===== config.mk =====
export PLATFORM = sky130hd
export DESIGN_NAME = pc_fetch
export DESIGN_NICKNAME = d
export VERILOG_FILES = /design/src/rtl/pc_fetch.sv
export SDC_FILE = /design/constraint.sdc
export NUM_CORES = 1
export LEC_CHECK = 0
export CAP_MARGIN = 20
export CORE_MARGIN = 4
export CORE_UTILIZATION = 43
export CTS_CLUSTER_SIZE = 8
export DETAILED_ROUTE_END_ITERATION = 10
export PLACE_DENSITY = 0.87
export SYNTH_ARGS = -nofsm -noshare
export SYNTH_HDL_FRONTEND = slang
export SYNTH_SLANG_ARGS = --single-unit

===== constraint.sdc =====
create_clock -name clk -period 3.05 [get_ports clk]
set_clock_uncertainty 0.1 [all_clocks]
set_input_delay 0.305 -clock clk [delete_from_list [all_inputs] [get_ports clk]]
set_output_delay 0.305 -clock clk [all_outputs]
set_load 0.1 [all_outputs]

===== src/rtl/pc_fetch.sv =====
// rtl/pc_fetch.sv - program counter register and instruction fetch controller
// Fetches the word at pc over req/ack, holds it in ir and offers it downstream via valid/ready.
module pc_fetch #(
  parameter logic [31:0] RESET_PC = 32'h0000_3000,
  parameter int unsigned MAX_WAIT = 16
) (
  input  logic        clk,
  input  logic        rst,
  output logic        imem_req,
  output logic [29:0] imem_addr,
  input  logic        imem_ack,
  input  logic [31:0] imem_rdata,
  output logic [29:0] pc,
  output logic [31:0] ir,
  input  logic [29:0] npc_in,
  output logic        inst_valid,
  input  logic        inst_ready,
  input  logic        flush,
  input  logic [29:0] flush_pc,
  output logic        fetch_err
);

  typedef enum logic [1:0] {IDLE, REQ, VALID, ERR} state_t;

  localparam logic [29:0] RESET_WPC = RESET_PC[31:2];
  localparam logic [7:0]  WAIT_LAST = 8'(MAX_WAIT - 1);

  state_t      state_q, state_d;
  logic [29:0] pc_q, pc_d;
  logic [31:0] ir_q, ir_d;
  logic [7:0]  wait_q, wait_d;
  logic        req_q, valid_q, err_q;

  always_comb begin
    state_d = state_q;
    pc_d    = pc_q;
    ir_d    = ir_q;
    wait_d  = wait_q;
    if (state_q == IDLE) begin
      state_d = REQ;
      wait_d  = '0;
    end else if (flush) begin
      // Redirect wins over any same-cycle ack or accept.
      pc_d    = flush_pc;
      wait_d  = '0;
      state_d = REQ;
    end else begin
      case (state_q)
        REQ: begin
          if (imem_ack) begin
            ir_d    = imem_rdata;
            state_d = VALID;
          end else if (wait_q == WAIT_LAST) begin
            state_d = ERR;
          end else begin
            wait_d = wait_q + 8'd1;
          end
        end
        VALID: begin
          if (inst_ready) begin
            pc_d    = npc_in;
            wait_d  = '0;
            state_d = REQ;
          end
        end
        default: ;
      endcase
    end
  end

  always_ff @(posedge clk or negedge rst) begin
    if (!rst) begin
      state_q <= IDLE;
      pc_q    <= RESET_WPC;
      ir_q    <= '0;
      wait_q  <= '0;
      req_q   <= 1'b0;
      valid_q <= 1'b0;
      err_q   <= 1'b0;
    end else begin
      state_q <= state_d;
      pc_q    <= pc_d;
      ir_q    <= ir_d;
      wait_q  <= wait_d;
      req_q   <= (state_d == REQ);
      valid_q <= (state_d == VALID);
      err_q   <= (state_d == ERR);
    end
  end

  assign imem_req   = req_q;
  assign imem_addr  = pc_q;
  assign pc         = pc_q;
  assign ir         = ir_q;
  assign inst_valid = valid_q;
  assign fetch_err  = err_q;

endmodule


Fig. 1: run 1, supply network
The bar under the picture is 20 µm long. Pins as bars on the die edge.
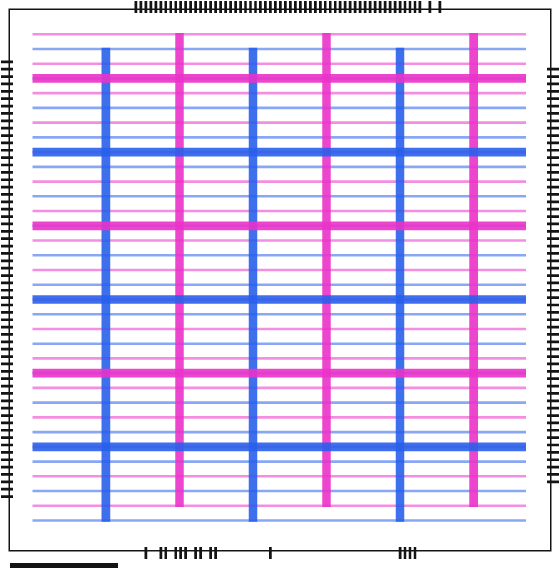
VDD: shown in magenta. VSS: shown in blue.
6 straps on met4. 6 straps on met5. 34 met1 rails follow the rows. 192 signal pins sit on the boundary.
Die Ht: 99.7 µm
total core area: 8180 µm²
die width: 99.7 µm

Fig. 2: run 1, placed cells, one colour a class
The bar under the picture is 20 µm long.
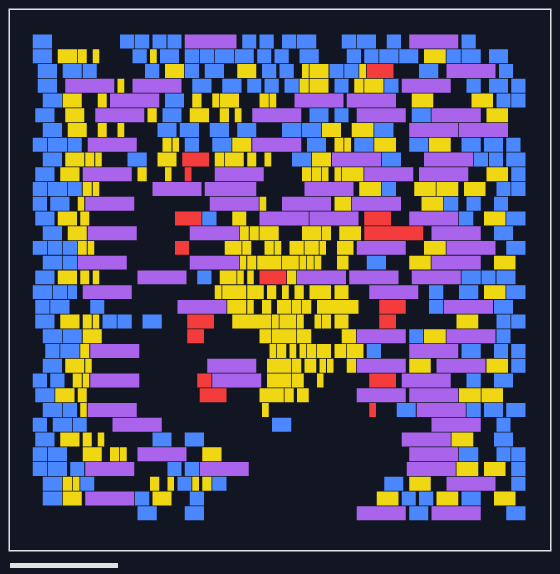
other buffers and delay cells: shown in blue, cells 195, share of their area 33%. combinational and other logic: shown in yellow, cells 197, share of their area 28%. clock drivers and dummy loads: shown in red, cells 16, share of their area 3.7%. flops: shown in purple, cells 75, share of their area 36%.
Seq/total area: 35.2%
row count: 33
fin area: 5340 µm²
Finished Core Util: 65.3%

==> flow_summary_export.csv, run 1 <==
group,metric,value,unit
sta,max_freq,416,MHz
placed_design,place_congestion,0.886,
floorplanning,die_area,9930,µm²
clock_tree,cts.repair.resized,0,
worst_setup_path,cp_max_fo,8,
final_layout,syn_to_final_growth,47.7,%
sta,slew_viol_final,0,
synthesis,synth_flops,75,
final_layout,mostFrequentLayoutCell,"buf_4",
synthesis,seq_area_frac_synth,52.0,%
synthesis,synth.distinct_cells,39,
synthesis,synth_top_area_share,50.6,%
worst_setup_path,rrSetupSlack,650,ps
clock_tree,cts_buffers,9,
final_layout,comb_area,1410,µm²
synthesis,fa_ha_area_share,2.08,%
worst_setup_path,critPathMaxStageDelay,520,ps
global_routing,grt_usage,18.0,%
clock_tree,hold_buffers,0,
sta,setup_viol,0,
synthesis,edf_count,0,
final_layout,nets,581,
synthesis,yosysWarnings,0,
job,warning_count,30,
global_routing,grt_pass1_vias,2994,
synthesis,synth.cellmix.simpleShare,8.34,%
worst_setup_path,endpoint_kind,"flop",
synthesis,synthFlopType,"dfrtp_1",
clock_tree,cts-root-buf,"clkbuf_8",
final_layout,comb_cells,190,
placed_design,dp_slack,764,ps
final_layout,nonClkBufAreaFrac,31.8,%
final_layout,largest_reg_flops,32,
placed_design,placedCellCount,572,
worst_setup_path,slowest_stage,"dfrtp_1",
clock_tree,clk_pin_slew,80,ps
final_layout,nClkBuffers,11,
routing,wire_per_inst,15.4,µm
final_layout,comb_share,26.4,%
worst_setup_path,cp.required,3220,ps
routing,drtIter0Drc,158,
sta,hold-worst-slack,-19.2,ps
global_routing,grt_pass1_wl,14300,µm
worst_setup_path,r2r-start,"state_q[0]$_DFF_PN0_",
global_routing,use_met1,21.7,%
global_routing,overflow,0,
global_routing,grtUsageMet3,4.91,%
clock_tree,cts_tree,"yes",
sta,max_slew_margin,39.6,%
worst_setup_path,crit_end,"wait_q[6]$_DFFE_PN0P_",
sta,rsz0062_at_grt,"no",
worst_setup_path,cp_top_family,"simple AND/OR/NAND/NOR gates",
job,cap_violations,0,
worst_setup_path,r2r-end,"wait_q[6]$_DFFE_PN0P_",
clock_tree,htree_levels,3,
final_layout,inverters,7,
synthesis,synth_area_per_cell,11.4,µm²
worst_setup_path,path_class,"flop to flop",
routing,dr_wl_met3,849,µm
routing,drc_errors,0,
final_layout,mostFrequentLayoutCells,"buf_4 (100), clkdlybuf4s50_1 (94), dfrtp_1 (73), nand2_1 (40), o21ai_0 (34)",
sta,setup_tns,0,ps
clock_tree,clkSinkCount,75,
synthesis,ys_async_sr_fraction,100,%
global_routing,busiest_layer,"met2",
final_layout,diodes,0,
clock_tree,cts_buffer_depth,2,
sta,post-route-period-util,78.8,%
final_layout,largest_cell_class,"registers",
worst_setup_path,worstPathArrival,2570,ps
sta,worstMarginPinSlew,906,ps
synthesis,ys_cells,318,
sta,fin_ws,646,ps
placed_design,placed_cell_area,5140,µm²
floorplanning,ios,192,
worst_setup_path,worst-path-stages,6,
synthesis,largest_area_cell,"dfrtp_1",
outcome,violations,"negative hold slack",
synthesis,top_cells_by_count,"dfrtp_1 (73), nand2_1 (40), o21ai_0 (34)",
placed_design,dp_hpwl,7040,µm
worst_setup_path,path_buffers,1,
routing,wl_met1,3580,µm
routing,drt-total-wl,9050,µm
outcome,status,"finished with violations",
final_layout,regArea,1880,µm²
final_layout,nFillCells,628,
placed_design,portBuffers,191,
global_routing,use_met2,29.8,%
synthesis,synth_nets,421,
synthesis,area_leaders,"dfrtp_1 (51%), mux2_2 (9.7%), mux2i_1 (8.6%)",
routing,dr.pass1.iters,4,
clock_tree,post-cts-setup-buffers,0,
routing,met2WireLength,4430,µm
final_layout,buffers_excl_clock,195,
worst_hold_path,hold_class,"input pin to async pin",
synthesis,top_cell,"dfrtp_1",
worst_setup_path,ff2ff_path_depth,6,
synthesis,syn_area,3610,µm²
sta,finalHoldViolations,11,
synthesis,synth_cells,318,
final_layout,drive_gt1_share,32.3,%
final_layout,n_sequential_cell,75,
synthesis,ys_sh_aoi,9.66,%
final_layout,clk_share,3.63,%
synthesis,ys_top_logic_family,"multiplexers",
worst_setup_path,cp-startpoint,"state_q[0]$_DFF_PN0_",
synthesis,ys_chip_area,3610,µm²
sta,finalCriticalPeriod,2400,ps
global_routing,grt_max_degree,76,
routing,detail_route.vias_per_cell,4.97,
synthesis,xor_share,0,%
worst_setup_path,worst_setup_path_start_kind,"flop",
final_layout,final_cells,588,
routing,top_layer_used,"met4",
routing,drtAntennaViolNets,0,
global_routing,antenna_found_initial,0,
routing,via_count,2923,
Fig. 3: run 1, clock distribution
The bar under the picture is 20 µm long.
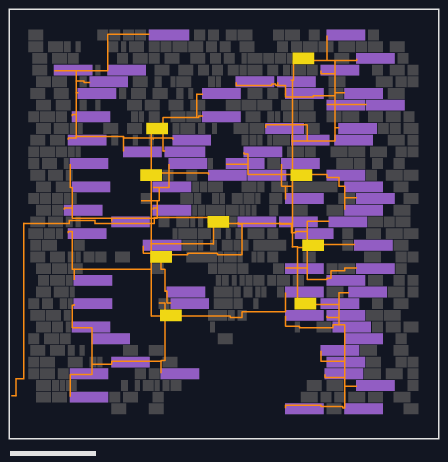
clock wires: shown in orange, length 902 µm. flip-flops: shown in purple, count 75. clock drivers: shown in yellow, count 9.
There are 10 routed clock nets. Position of the flops: all over the die.
clock latency on the worst-skew pair: 330 ps

==> inputs of run 2 (changes only) <==
--- a/config.mk
+++ b/config.mk
@@ -7,10 +7,10 @@
 export LEC_CHECK = 0
 export CAP_MARGIN = 20
 export CORE_MARGIN = 4
-export CORE_UTILIZATION = 43
+export CORE_UTILIZATION = 36
 export CTS_CLUSTER_SIZE = 8
 export DETAILED_ROUTE_END_ITERATION = 10
-export PLACE_DENSITY = 0.87
+export PLACE_DENSITY = 0.78
 export SYNTH_ARGS = -nofsm -noshare
 export SYNTH_HDL_FRONTEND = slang
 export SYNTH_SLANG_ARGS = --single-unit
==> constraint.sdc (replaced) <==
create_clock -name clk -period 2 [get_ports clk]
set_clock_uncertainty 0.1 [all_clocks]
set_input_delay 0.2 -clock clk [delete_from_list [all_inputs] [get_ports clk]]
set_output_delay 0.2 -clock clk [all_outputs]
set_load 0.1 [all_outputs]
Fig. 4: run 2, cell outlines without signal wires
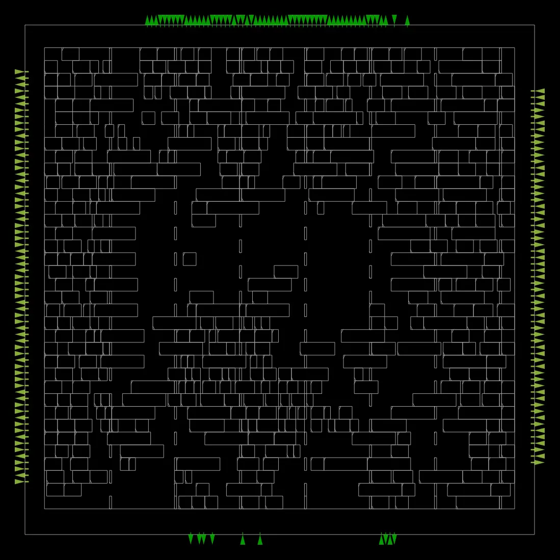
tap cell count: 133
total core area: 9770 µm²

==> run 2 against run 1 <==
Net effect:
- count of clock-buffer cells in the layout fell by 2
- highest routed layer unchanged
- synthesized cell count unchanged
- the run now ends clean
- critical endpoint is now wait_q[1]$_DFFE_PN0P_
- worst hold slack improved by 160 ps
- setup slack worse by 580 ps
- sequential share of layout area shrank 1.3 points
- critical path type unchanged
==> flow_summary_export.csv, run 2 <==
group,metric,value,unit
routing,met2WireLength,4200,µm
sta,max_slew_margin,70.8,%
synthesis,synth_cells,318,
final_layout,syn_to_final_growth,53.2,%
global_routing,use_met1,18.5,%
worst_setup_path,cp_max_fo,8,
final_layout,drive_gt1_share,34.3,%
worst_setup_path,cp.required,2160,ps
final_layout,sh_seq_area,33.9,%
sta,finalCriticalPeriod,1930,ps
synthesis,yosysWarnings,0,
worst_setup_path,crit_end,"wait_q[1]$_DFFE_PN0P_",
sta,setup_viol,0,
synthesis,ys_top_logic_family,"multiplexers",
synthesis,seq_area_frac_synth,52.0,%
clock_tree,hold_buffers,1,
synthesis,synth_nets,421,
floorplanning,chipHeight,108,µm
placed_design,dp_slack,85.1,ps
synthesis,top_cells_by_count,"dfrtp_1 (73), nand2_1 (40), o21ai_0 (34)",
routing,top_layer_used,"met4",
final_layout,comb_share,25.8,%
synthesis,ys_chip_area,3610,µm²
floorplanning,chipWidth,108,µm
floorplanning,die_area,11700,µm²
final_layout,nets,588,
routing,drc_errors,0,
synthesis,ys_sh_aoi,9.66,%
synthesis,fa_ha_area_share,2.08,%
worst_setup_path,r2r-end,"wait_q[1]$_DFFE_PN0P_",
final_layout,mostFrequentLayoutCell,"buf_4",
synthesis,synth.cellmix.simpleShare,8.34,%
final_layout,nonClkBufAreaFrac,32.8,%
synthesis,synth_area_per_cell,11.4,µm²
synthesis,ys_cells,318,
job,warning_count,31,
placed_design,placedCellCount,606,
synthesis,largest_area_cell,"dfrtp_1",
global_routing,busiest_layer,"met2",
worst_setup_path,endpoint_kind,"flop",
synthesis,synth_top_area_share,50.6,%
final_layout,final_util,56.6,%
job,cap_violations,0,
worst_setup_path,cp_top_family,"simple AND/OR/NAND/NOR gates",
worst_setup_path,r2r-start,"wait_q[5]$_DFFE_PN0P_",
floorplanning,ios,192,
global_routing,overflow,0,
outcome,status,"complete, no violations",
sta,hold-worst-slack,139,ps
routing,drtAntennaViolNets,0,
final_layout,buffers_excl_clock,202,
placed_design,placed_cell_area,5290,µm²
worst_setup_path,cp-startpoint,"wait_q[5]$_DFFE_PN0P_",
global_routing,grtUsageMet3,3.64,%
global_routing,grt_pass1_vias,2909,
clock_tree,cts-root-buf,"clkbuf_8",
routing,via_count,2898,
final_layout,largest_cell_class,"registers",
global_routing,use_met2,24.6,%
sta,fin_ws,70.1,ps
global_routing,antenna_found_initial,0,
final_layout,mostFrequentLayoutCells,"buf_4 (101), clkdlybuf4s50_1 (94), dfrtp_1 (73), nand2_1 (40), o21ai_0 (34)",
worst_setup_path,worst_setup_path_start_kind,"flop",
final_layout,nFillCells,842,
routing,dr.pass1.iters,4,
final_layout,comb_area,1430,µm²
clock_tree,worstSkewPairLatency,340,ps
clock_tree,clk_pin_slew,80,ps
final_layout,diodes,0,
routing,drt-total-wl,8900,µm
placed_design,dp_hpwl,6900,µm
synthesis,synthFlopType,"dfrtp_1",
floorplanning,rows,36,
sta,rsz0062_at_grt,"no",
sta,worstMarginPinSlew,439,ps
sta,post-route-period-util,96.5,%
synthesis,edf_count,0,
final_layout,n_sequential_cell,75,
worst_setup_path,path_class,"flop to flop",
synthesis,synth_flops,75,
clock_tree,clkSinkCount,75,
final_layout,final_cells,623,
routing,detail_route.vias_per_cell,4.65,
routing,wl_met1,3690,µm
clock_tree,cts.repair.resized,0,
final_layout,largest_reg_flops,32,
synthesis,top_cell,"dfrtp_1",
sta,finalHoldViolations,0,
routing,dr_wl_met3,843,µm
final_layout,nClkBuffers,9,
clock_tree,cts_tree,"yes",
synthesis,area_leaders,"dfrtp_1 (51%), mux2_2 (9.7%), mux2i_1 (8.6%)",
clock_tree,htree_levels,3,
worst_setup_path,ff2ff_path_depth,4,
worst_setup_path,slowest_stage,"or4_4",
final_layout,comb_cells,190,
sta,max_freq,518,MHz
clock_tree,cts_buffer_depth,2,
worst_hold_path,hold_class,"input pin to flop",
placed_design,portBuffers,191,
worst_setup_path,critPathMaxStageDelay,580,ps
worst_setup_path,path_buffers,0,
sta,slew_viol_final,0,
synthesis,synth.distinct_cells,39,
==> inputs of run 3 (changes only) <==
--- a/config.mk
+++ b/config.mk
@@ -11,6 +11,8 @@
 export CTS_CLUSTER_SIZE = 8
 export DETAILED_ROUTE_END_ITERATION = 10
 export PLACE_DENSITY = 0.78
+export SKIP_LAST_GASP = 1
+export SLEW_MARGIN = 25
 export SYNTH_ARGS = -nofsm -noshare
 export SYNTH_HDL_FRONTEND = slang
 export SYNTH_SLANG_ARGS = --single-unit
==> run 3 against run 2 <==
Net effect:
- register-to-register slack barely moved
- die area did not move
- non-clock buffer count did not move
==> flow_summary_export.csv, run 3 <==
group,metric,value,unit
final_layout,final_util,56.6,%
worst_setup_path,r2r-end,"wait_q[1]$_DFFE_PN0P_",
worst_setup_path,ff2ff_path_depth,4,
worst_setup_path,critPathMaxStageDelay,580,ps
routing,dr_wl_met3,843,µm
clock_tree,htree_levels,3,
routing,drc_errors,0,
global_routing,grt_pass1_vias,2909,
worst_setup_path,worst_setup_path_start_kind,"flop",
worst_setup_path,path_buffers,0,
global_routing,use_met1,18.5,%
final_layout,drive_gt1_share,34.3,%
clock_tree,cts.repair.resized,0,
synthesis,synth_top_area_share,50.6,%
job,warning_count,31,
synthesis,synth.cellmix.simpleShare,8.34,%
worst_setup_path,cp_max_fo,8,
synthesis,synth.distinct_cells,39,
sta,slew_viol_final,0,
sta,hold-worst-slack,139,ps
synthesis,synth_area_per_cell,11.4,µm²
job,cap_violations,0,
final_layout,final_cells,623,
sta,finalHoldViolations,0,
global_routing,antenna_found_initial,0,
worst_setup_path,crit_end,"wait_q[1]$_DFFE_PN0P_",
sta,fin_ws,70.1,ps
routing,drt-total-wl,8900,µm
global_routing,overflow,0,
routing,top_layer_used,"met4",
global_routing,use_met2,24.6,%
final_layout,buffers_excl_clock,202,
clock_tree,cts_tree,"yes",
final_layout,comb_cells,190,
outcome,status,"complete, no violations",
final_layout,comb_share,25.8,%
worst_setup_path,endpoint_kind,"flop",
placed_design,dp_slack,85.1,ps
synthesis,ys_top_logic_family,"multiplexers",
synthesis,area_leaders,"dfrtp_1 (51%), mux2_2 (9.7%), mux2i_1 (8.6%)",
synthesis,seq_area_frac_synth,52.0,%
routing,met2WireLength,4200,µm
worst_setup_path,cp_top_family,"simple AND/OR/NAND/NOR gates",
worst_setup_path,r2r-start,"wait_q[5]$_DFFE_PN0P_",
synthesis,ys_cells,318,
synthesis,top_cell,"dfrtp_1",
floorplanning,rows,36,
clock_tree,cts-root-buf,"clkbuf_8",
floorplanning,chipHeight,108,µm
sta,max_slew_margin,70.8,%
floorplanning,die_area,11700,µm²
routing,drtAntennaViolNets,0,
final_layout,mostFrequentLayoutCell,"buf_4",
worst_setup_path,path_class,"flop to flop",
sta,max_freq,518,MHz
routing,via_count,2898,
synthesis,ys_sh_aoi,9.66,%
sta,finalCriticalPeriod,1930,ps
worst_setup_path,cp.required,2160,ps
synthesis,synth_flops,75,
final_layout,largest_cell_class,"registers",
final_layout,diodes,0,
synthesis,synthFlopType,"dfrtp_1",
clock_tree,cts_buffer_depth,2,
worst_hold_path,hold_class,"input pin to flop",
synthesis,largest_area_cell,"dfrtp_1",
floorplanning,num_tap_cells,133,
synthesis,top_cells_by_count,"dfrtp_1 (73), nand2_1 (40), o21ai_0 (34)",
global_routing,busiest_layer,"met2",
synthesis,fa_ha_area_share,2.08,%
synthesis,edf_count,0,
floorplanning,ios,192,
worst_setup_path,slowest_stage,"or4_4",
final_layout,mostFrequentLayoutCells,"buf_4 (101), clkdlybuf4s50_1 (94), dfrtp_1 (73), nand2_1 (40), o21ai_0 (34)",
synthesis,synth_cells,318,
sta,worstMarginPinSlew,439,ps
synthesis,yosysWarnings,0,
floorplanning,chipWidth,108,µm
final_layout,nets,588,
final_layout,largest_reg_flops,32,
placed_design,dp_hpwl,6900,µm
routing,dr.pass1.iters,4,
final_layout,syn_to_final_growth,53.2,%
Fig. 5: run 3, clock distribution
The bar under the picture is 20 µm long.
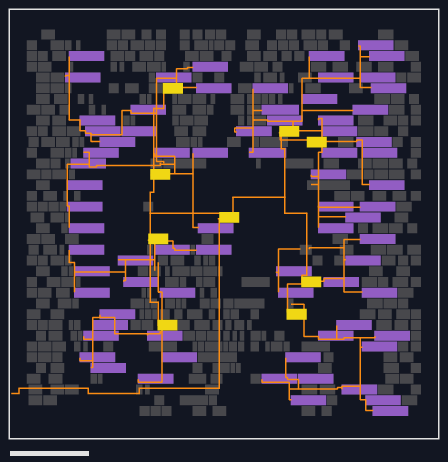
clock latency on the worst-skew pair: 340 ps

